## config.mk

```make
export PLATFORM = sky130hd
export DESIGN_NAME = chunked_serial_adder
export DESIGN_NICKNAME = d
export VERILOG_FILES = /design/src/rtl/chunked_serial_adder.sv
export SDC_FILE = /design/constraint.sdc
export NUM_CORES = 1
export LEC_CHECK = 0
export CAP_MARGIN = 25
export CORE_UTILIZATION = 51
export DETAILED_ROUTE_END_ITERATION = 12
export PLACE_DENSITY = 0.8
export SYNTH_ARGS = -nofsm -noshare
export SYNTH_HDL_FRONTEND = slang
export SYNTH_SLANG_ARGS = --single-unit
```

## constraint.sdc

```tcl
create_clock -name clk -period 3.7 [get_ports clk]
set_input_delay 0.37 -clock clk [delete_from_list [all_inputs] [get_ports clk]]
set_output_delay 0.37 -clock clk [all_outputs]
set_load 0.02 [all_outputs]
```

## src/rtl/chunked_serial_adder.sv

```systemverilog
`default_nettype none
// +----------------------------------------------------------------------------+
// | chunked_serial_adder: multi-cycle add/subtract, CHUNK bits per clock,      |
// | LSB chunk first, registered carry, start/busy/done handshake.              |
// | Rev 1.0                                                                    |
// +----------------------------------------------------------------------------+
module chunked_serial_adder #(
  parameter int WIDTH = 32,
  parameter int CHUNK = 8
) (
  input  logic             clk,
  input  logic             rst_n,
  input  logic             start,
  input  logic [WIDTH-1:0] A,
  input  logic [WIDTH-1:0] B,
  input  logic             Cin,
  input  logic             sub,
  output logic             busy,
  output logic             done,
  output logic [WIDTH-1:0] Sum,
  output logic             Cout,
  output logic             overflow
);

  // WIDTH must be a multiple of CHUNK and 1 <= CHUNK <= WIDTH.
  localparam int N     = WIDTH / CHUNK;
  localparam int IDX_W = (N > 1) ? $clog2(N) : 1;
  localparam logic [IDX_W-1:0] LAST_IDX = IDX_W'(N - 1);

  typedef enum logic [1:0] {
    IDLE = 2'd0,
    RUN  = 2'd1,
    DONE = 2'd2
  } state_t;

  state_t           state_q, state_d;
  logic [WIDTH-1:0] a_q, a_d;
  logic [WIDTH-1:0] b_q, b_d;
  logic [WIDTH-1:0] sum_q, sum_d;
  logic             carry_q, carry_d;
  logic             cout_q, cout_d;
  logic             ovf_q, ovf_d;
  logic [IDX_W-1:0] idx_q, idx_d;

  logic [CHUNK-1:0] a_chunk, b_chunk, s_chunk;
  logic             c_chunk;
  int               base;

  always_comb begin
    base    = int'(idx_q) * CHUNK;
    a_chunk = a_q[base +: CHUNK];
    b_chunk = b_q[base +: CHUNK];
    {c_chunk, s_chunk} = {1'b0, a_chunk} + {1'b0, b_chunk} + {{CHUNK{1'b0}}, carry_q};
  end

  always_comb begin
    state_d = state_q;
    a_d     = a_q;
    b_d     = b_q;
    sum_d   = sum_q;
    carry_d = carry_q;
    cout_d  = cout_q;
    ovf_d   = ovf_q;
    idx_d   = idx_q;
    case (state_q)
      IDLE, DONE: begin
        if (start) begin
          a_d     = A;
          // Subtraction is A + ~B + 1; the +1 rides in on the initial carry.
          b_d     = sub ? ~B : B;
          carry_d = sub | Cin;
          idx_d   = '0;
          sum_d   = '0;
          cout_d  = 1'b0;
          ovf_d   = 1'b0;
          state_d = RUN;
        end else begin
          state_d = IDLE;
        end
      end
      RUN: begin
        sum_d[base +: CHUNK] = s_chunk;
        carry_d              = c_chunk;
        idx_d                = idx_q + IDX_W'(1);
        if (idx_q == LAST_IDX) begin
          cout_d  = c_chunk;
          // Carry into the MSB recovered from the MSB's own sum bit.
          ovf_d   = s_chunk[CHUNK-1] ^ a_chunk[CHUNK-1] ^ b_chunk[CHUNK-1] ^ c_chunk;
          idx_d   = '0;
          state_d = DONE;
        end
      end
      default: state_d = IDLE;
    endcase
  end

  always_ff @(posedge clk or negedge rst_n) begin
    if (!rst_n) begin
      state_q <= IDLE;
      a_q     <= '0;
      b_q     <= '0;
      sum_q   <= '0;
      carry_q <= 1'b0;
      cout_q  <= 1'b0;
      ovf_q   <= 1'b0;
      idx_q   <= '0;
    end else begin
      state_q <= state_d;
      a_q     <= a_d;
      b_q     <= b_d;
      sum_q   <= sum_d;
      carry_q <= carry_d;
      cout_q  <= cout_d;
      ovf_q   <= ovf_d;
      idx_q   <= idx_d;
    end
  end

  assign busy     = (state_q == RUN);
  assign done     = (state_q == DONE);
  assign Sum      = sum_q;
  assign Cout     = cout_q;
  assign overflow = ovf_q;

endmodule
`default_nettype wire
```

**Run 1: signal wires by layer**

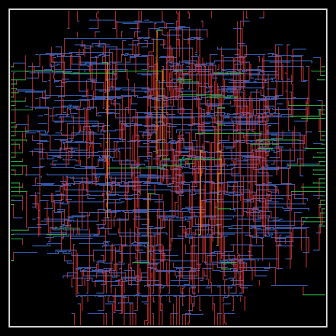
Key: green = met3 [wire length 438 µm]; red = met2 [wire length 5270 µm]; blue = met1 [wire length 4510 µm]; orange = met4 [wire length 209 µm]

**Run 1: placement density heat map**

The die is cut into 10 by 10 equal tiles; white is low, dark blue is high, 0 to 100% covered.
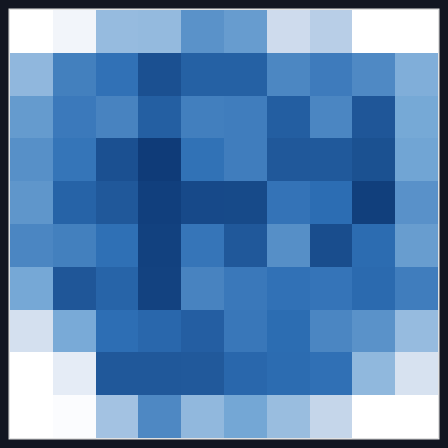
34% of the tiles are over 75% full. The mean over all tiles is 61%. The densest ninth of the die: center. The fullest tile reaches 96%. 8.0% of the tiles are nearly empty.

**Run 1: selected gate families**

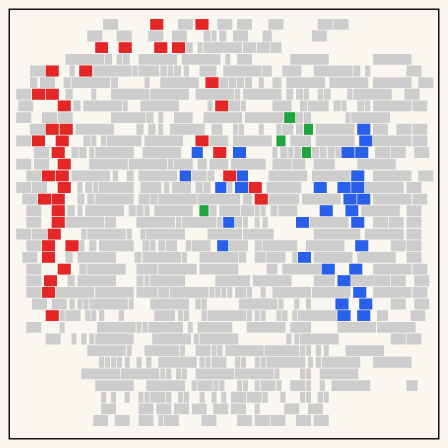
Key: red = XOR/XNOR gates [cells 39]; green = AND and OR gates [cells 5]; blue = AND-OR and OR-AND gates [cells 32, where east]
most instantiated logic cell after routing: sky130_fd_sc_hd__nand2_1
post-layout instance count excluding filler cells: 693

==> flow_summary.json, run 1 <==
{
  "cts_stage_hold_buffer_count": 0,
  "area_growth_syn_to_layout_pct": 27.6,
  "floorplan.rows": 35,
  "timing_hold_violations_final": 0,
  "synth.top_cells.by_count": "142 x sky130_fd_sc_hd__nand2_1, 103 x sky130_fd_sc_hd__dfrtp_1, 43 x sky130_fd_sc_hd__o21ai_0",
  "first_iter_violations": 144,
  "routedWlPerCell_um": 15.0,
  "timing.reg2reg.worst_path_depth": 9,
  "ys_warn_count": 0,
  "synthXorXnorAreaFrac_pct": 6.99,
  "vias": 3654,
  "clock_buffer_count": 12,
  "skew_ns": 0.0134,
  "comb_cell_power_mw": 3.19,
  "clockRootBuffer": "sky130_fd_sc_hd__clkbuf_8",
  "final_core_util_pct": 67.2,
  "pg_seq_mw": 1.91,
  "buffer_area_share_pct": 17.5,
  "fmax_mhz": 322,
  "largest_class": "registers",
  "yosys_area_um2": 4890,
  "area_fraction_in_full_adders_half_adders_and_majority_gates_pct": 3.63,
  "drt.antenna.violating_nets": 0,
  "met1_use_gr_pct": 29.9,
  "max_slew.worst_pin.slew_ns": 0.901,
  "ys_seq_elements": 103,
  "final-comb-area_um2": 2170,
  "synth-cells-yosys": 463,
  "power_frac_clock_pct": 12.3,
  "number_of_global_route_vias_before_repair": 3675,
  "ys_sh_mux_pct": 7.80,
  "outcome": "finished, final reports clean",
  "timing.final.ws_setup_ns": 0.596,
  "postSynthSeqShare_pct": 52.7,
  "crit_path_top_delay_cell": "sky130_fd_sc_hd__dfrtp_1",
  "rsz0062_at_grt": "false",
  "final_report_max_slew_violation_count": 0,
  "globalRouteTotalUtil_pct": 22.7,
  "drive_above_1_share_pct": 8.51,
  "io-pin-count": 105,
  "cp-end-kind": "register",
  "leakage_nw": 2.81,
  "num_tap_cells": 129,
  "grt_start_max_net_pins": 76,
  "max_cap_violations": 0,
  "worst-endpoint-arrival_ns": 3.40,
  "hold_class": "in2async",
  "placedInstanceArea_um2": 6030,
  "reg2reg_slack_ns": 0.60,
  "flop_area_um2": 2580,
  "combPwrFrac_pct": 54.9,
  "synthFlopType": "sky130_fd_sc_hd__dfrtp_1",
  "crit-reg2reg-capture": "Sum[30]",
  "max_stage_delay_ns": 0.60,
  "nNonClkInverters": 8,
  "avgViaCountPerCell": 5.27,
  "p_int_mw": 3.34,
  "path_depth": 9,
  "fin_setup_tns_ns": 0,
  "simple_gate_area_share_pct": 13.7,
  "syn-num-nets": 545,
  "post_synth_ao_oa_area_fraction_pct": 12.1,
  "most_used_standard_cell_by_instance_count_after_synthesis": "sky130_fd_sc_hd__nand2_1",
  "antenna_found_initial": 0,
  "warning_count": 29,
  "synth-edff-count": 0
}
**Run 1: signal wires on met2**

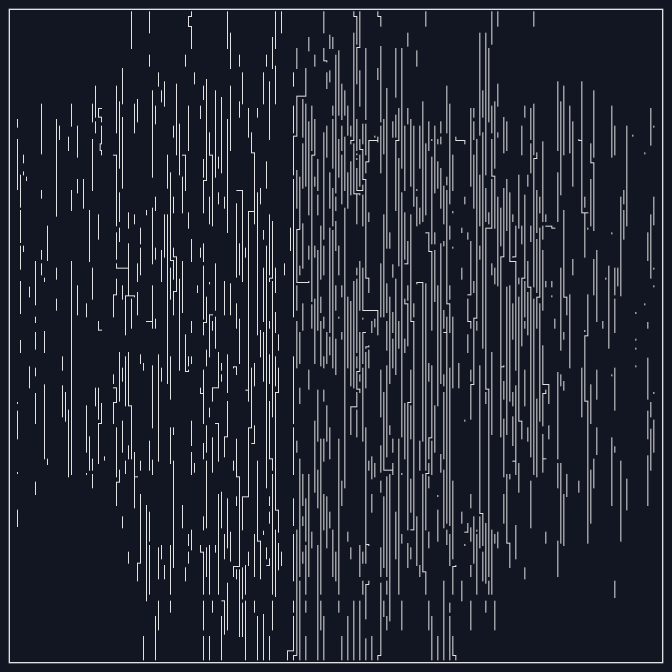

==> run 2: changes to the inputs <==
--- a/config.mk
+++ b/config.mk
@@ -6,9 +6,9 @@
 export NUM_CORES = 1
 export LEC_CHECK = 0
 export CAP_MARGIN = 25
-export CORE_UTILIZATION = 51
+export CORE_UTILIZATION = 46
 export DETAILED_ROUTE_END_ITERATION = 12
-export PLACE_DENSITY = 0.8
+export PLACE_DENSITY = 0.76
 export SYNTH_ARGS = -nofsm -noshare
 export SYNTH_HDL_FRONTEND = slang
 export SYNTH_SLANG_ARGS = --single-unit
==> constraint.sdc (replaced) <==
create_clock -name clk -period 2.7 [get_ports clk]
set_input_delay 0.27 -clock clk [delete_from_list [all_inputs] [get_ports clk]]
set_output_delay 0.27 -clock clk [all_outputs]
set_load 0.02 [all_outputs]
**Run 2: signal wires on met2**

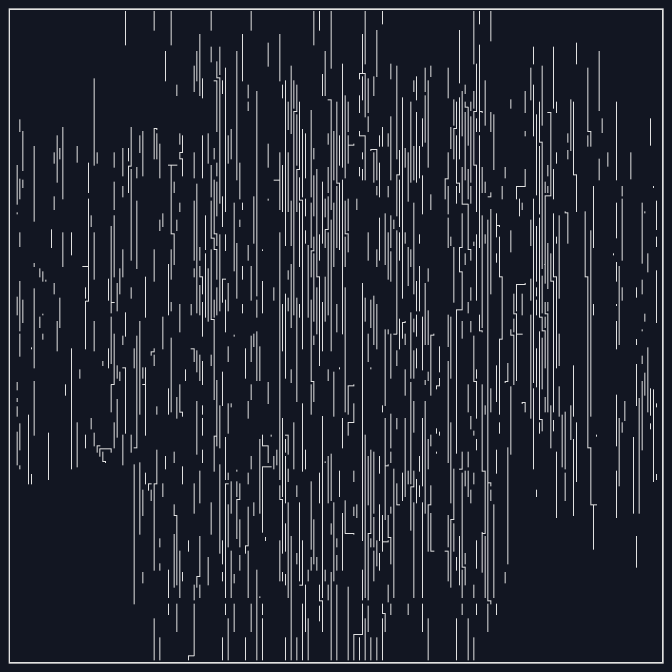
The longest straight run is 61.4 µm. The layer carries 5120 µm of wire. The wires run mostly vertical.
vias post-DR: 3621
DRT Wirelength: 10.6 mm

**Run 2: selected gate families**

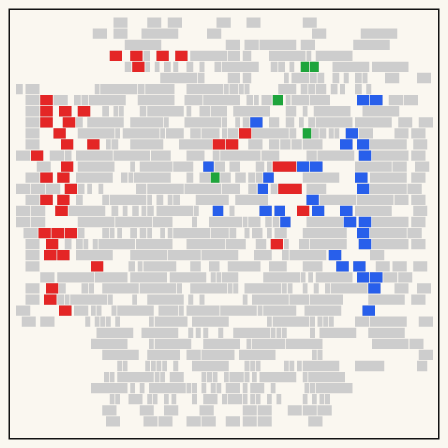
Key: red = XOR/XNOR gates [cells 39]; blue = AND-OR and OR-AND gates [cells 32, where east]; green = AND and OR gates [cells 5]
logic share of the area: 34.4%
post-layout instance count excluding filler cells: 711

==> run 2 against run 1 <==
  * Sequential power grew 34%
  * Clock-buffer cell count shrank 1
  * Clock power grew about 30%
  * Synthesized cell count is the same
  * Largest power group unchanged
==> flow_summary.json, run 2 <==
{
  "drt_pre_antenna_iters": 4,
  "endpoint": "overflow",
  "worst_hold_path.endpoint": "a_q[28]",
  "flop_area_um2": 2580,
  "power_share_of_the_sequential_group_pct": 30.7,
  "drc_markers": 0,
  "most_instantiated_logic_cell_after_routing": "sky130_fd_sc_hd__nand2_1",
  "post_synth_ao_oa_area_fraction_pct": 12.1,
  "syn-num-nets": 545,
  "ys_types": 38,
  "highest-signal-layer": "met4",
  "inserted_clock_buffers": 9,
  "area_fraction_in_full_adders_half_adders_and_majority_gates_pct": 3.63,
  "clock_sinks": 103,
  "ys_warn_count": 0,
  "grt_most_used_layer": "met2",
  "dieHeight_um": 105,
  "ys_seq_elements": 103,
  "whs_path_depth": 3,
  "grt_start_max_net_pins": 87,
  "yosys_area_um2": 4890,
  "crit_path_top_delay_cell": "sky130_fd_sc_hd__mux4_2",
  "nNonClkInverters": 8,
  "skew_ns": 0.0150,
  "power.density_cell_area_nw_per_um2": 1310,
  "cp-end-kind": "register",
  "path_depth": 10,
  "critical_path.n_buffers_inverters": 1,
  "leakage_nw": 2.88,
  "globalRouteTotalUtil_pct": 20.7,
  "timing.final.ws_setup_ns": 0.00563,
  "ys_sh_mux_pct": 7.80,
  "layout.comb_gates.multi_input": 325,
  "outcome": "finished, final reports clean",
  "power_mw": 8.35,
  "numPortBuffers": 104,
  "warning_count": 32,
  "synth.top_cells.by_count": "142 x sky130_fd_sc_hd__nand2_1, 103 x sky130_fd_sc_hd__dfrtp_1, 43 x sky130_fd_sc_hd__o21ai_0",
  "p_int_mw": 4.92,
  "synth-async-reset-ratio_pct": 100,
  "critical_path.cell_chain": "mux4_2 > fa_2 > inv_2 > fa_2 > nor2b_2 > o31a_1 > o32ai_4 > xnor2_1 > xnor2_1 > o21ai_1",
  "avgViaCountPerCell": 5.09,
  "largest_class": "registers",
  "timing.reg2reg.worst_path_depth": 10,
  "drt.antenna.violating_nets": 0,
  "power_frac_clock_pct": 11.1,
  "reg2reg_slack_ns": 0.006,
  "buffer_area_share_pct": 19.1,
  "met1_use_gr_pct": 27.8,
  "max_cap_violations": 0,
  "synth_area_leader_cell": "sky130_fd_sc_hd__dfrtp_1",
  "placed_instance_count": 695,
  "globalRoute.totalOverflow": 0,
  "postSynthSeqShare_pct": 52.7,
  "rr_startpoint": "idx_q[0]",
  "max_slew.worst_pin.slew_ns": 0.841,
  "crit-reg2reg-capture": "overflow",
  "comb_cell_power_mw": 4.86,
  "combPwrFrac_pct": 58.2,
  "placedInstanceArea_um2": 6150,
  "final_report_max_slew_violation_count": 0,
  "clock_buffer_count": 11,
  "insertedDiodeCount": 0,
  "post_cts_setup_driven_buffer_insertion_count": 1,
  "globalplace.congestion": 0.805,
  "max_stage_delay_ns": 0.53,
  "synthFlopType": "sky130_fd_sc_hd__dfrtp_1",
  "detailroute.wirelength.met2_mm": 5.12,
  "most_used_standard_cell_by_instance_count_after_synthesis": "sky130_fd_sc_hd__nand2_1",
  "cts_buffer_depth": 2,
  "crit_type": "reg2reg",
  "fin_setup_tns_ns": 0,
  "routedWlPerCell_um": 14.9,
  "cts_tree": "yes",
  "clock_input_transition_at_the_sequential_cells_of_the_worst_setup_and_hold_paths_ns": 0.09,
  "irDropWorstVdd_mv": 0.586,
  "post_synth_instance_area_um2": 4890,
  "synthXorXnorAreaFrac_pct": 6.99,
  "clockRootBuffer": "sky130_fd_sc_hd__clkbuf_8",
  "cpLargestDelayFamily": "AND-OR/OR-AND gates",
  "synth.avg_cell_area_um2": 10.6,
  "grt_pass1_wl_mm": 17.9,
  "floorplan.rows": 37,
  "hold_start": "A[28]",
  "top_cells_by_area": "sky130_fd_sc_hd__dfrtp_1 53%, sky130_fd_sc_hd__nand2_1 11%, sky130_fd_sc_hd__mux4_2 7.4%, sky130_fd_sc_hd__xnor2_1 6.8%, sky130_fd_sc_hd__a22o_1 4.5%",
  "simple_gate_area_share_pct": 13.7,
  "pg_seq_mw": 2.56,
  "sum_of_met3_wire_segment_lengths_after_detailed_routing_um": 350,
  "timing.final.crit_period_ns": 2.69,
  "rsz0062_at_grt": "true",
  "detailedPlace.worstSlack_ns": -0.0780,
  "io-pin-count": 105,
  "p_sw_share_pct": 41.0,
  "drive_above_1_share_pct": 11.5,
  "htreeDepth": 3,
  "first_iter_violations": 116,
  "worst_skew_pair.late_latency_ns": 0.35,
  "relSlewSlack_pct": 43.9,
  "clock_power_mw": 0.925,
  "antenna_found_initial": 0,
  "fmax_mhz": 371,
  "timing_hold_violations_final": 0,
  "signal_buffers": 125,
  "detail_route.wirelength.met1_mm": 4.90,
  "synth.top_cell.area_share_pct": 52.7,
  "final_core_util_pct": 61.8,
  "final_net_count": 654,
  "worst-endpoint-arrival_ns": 2.94,
  "area_growth_syn_to_layout_pct": 30.6,
  "synth-edff-count": 0,
  "hold_class": "in2reg",
  "number_of_global_route_vias_before_repair": 3709,
  "num_tap_cells": 136,
  "cp-startpoint": "idx_q[0]",
  "synth-cells-yosys": 463,
  "cts_stage_hold_buffer_count": 1,
  "grtUsageMet2_pct": 34.4,
  "final-comb-area_um2": 2200
}
Power and IR drop assume default switching activity.
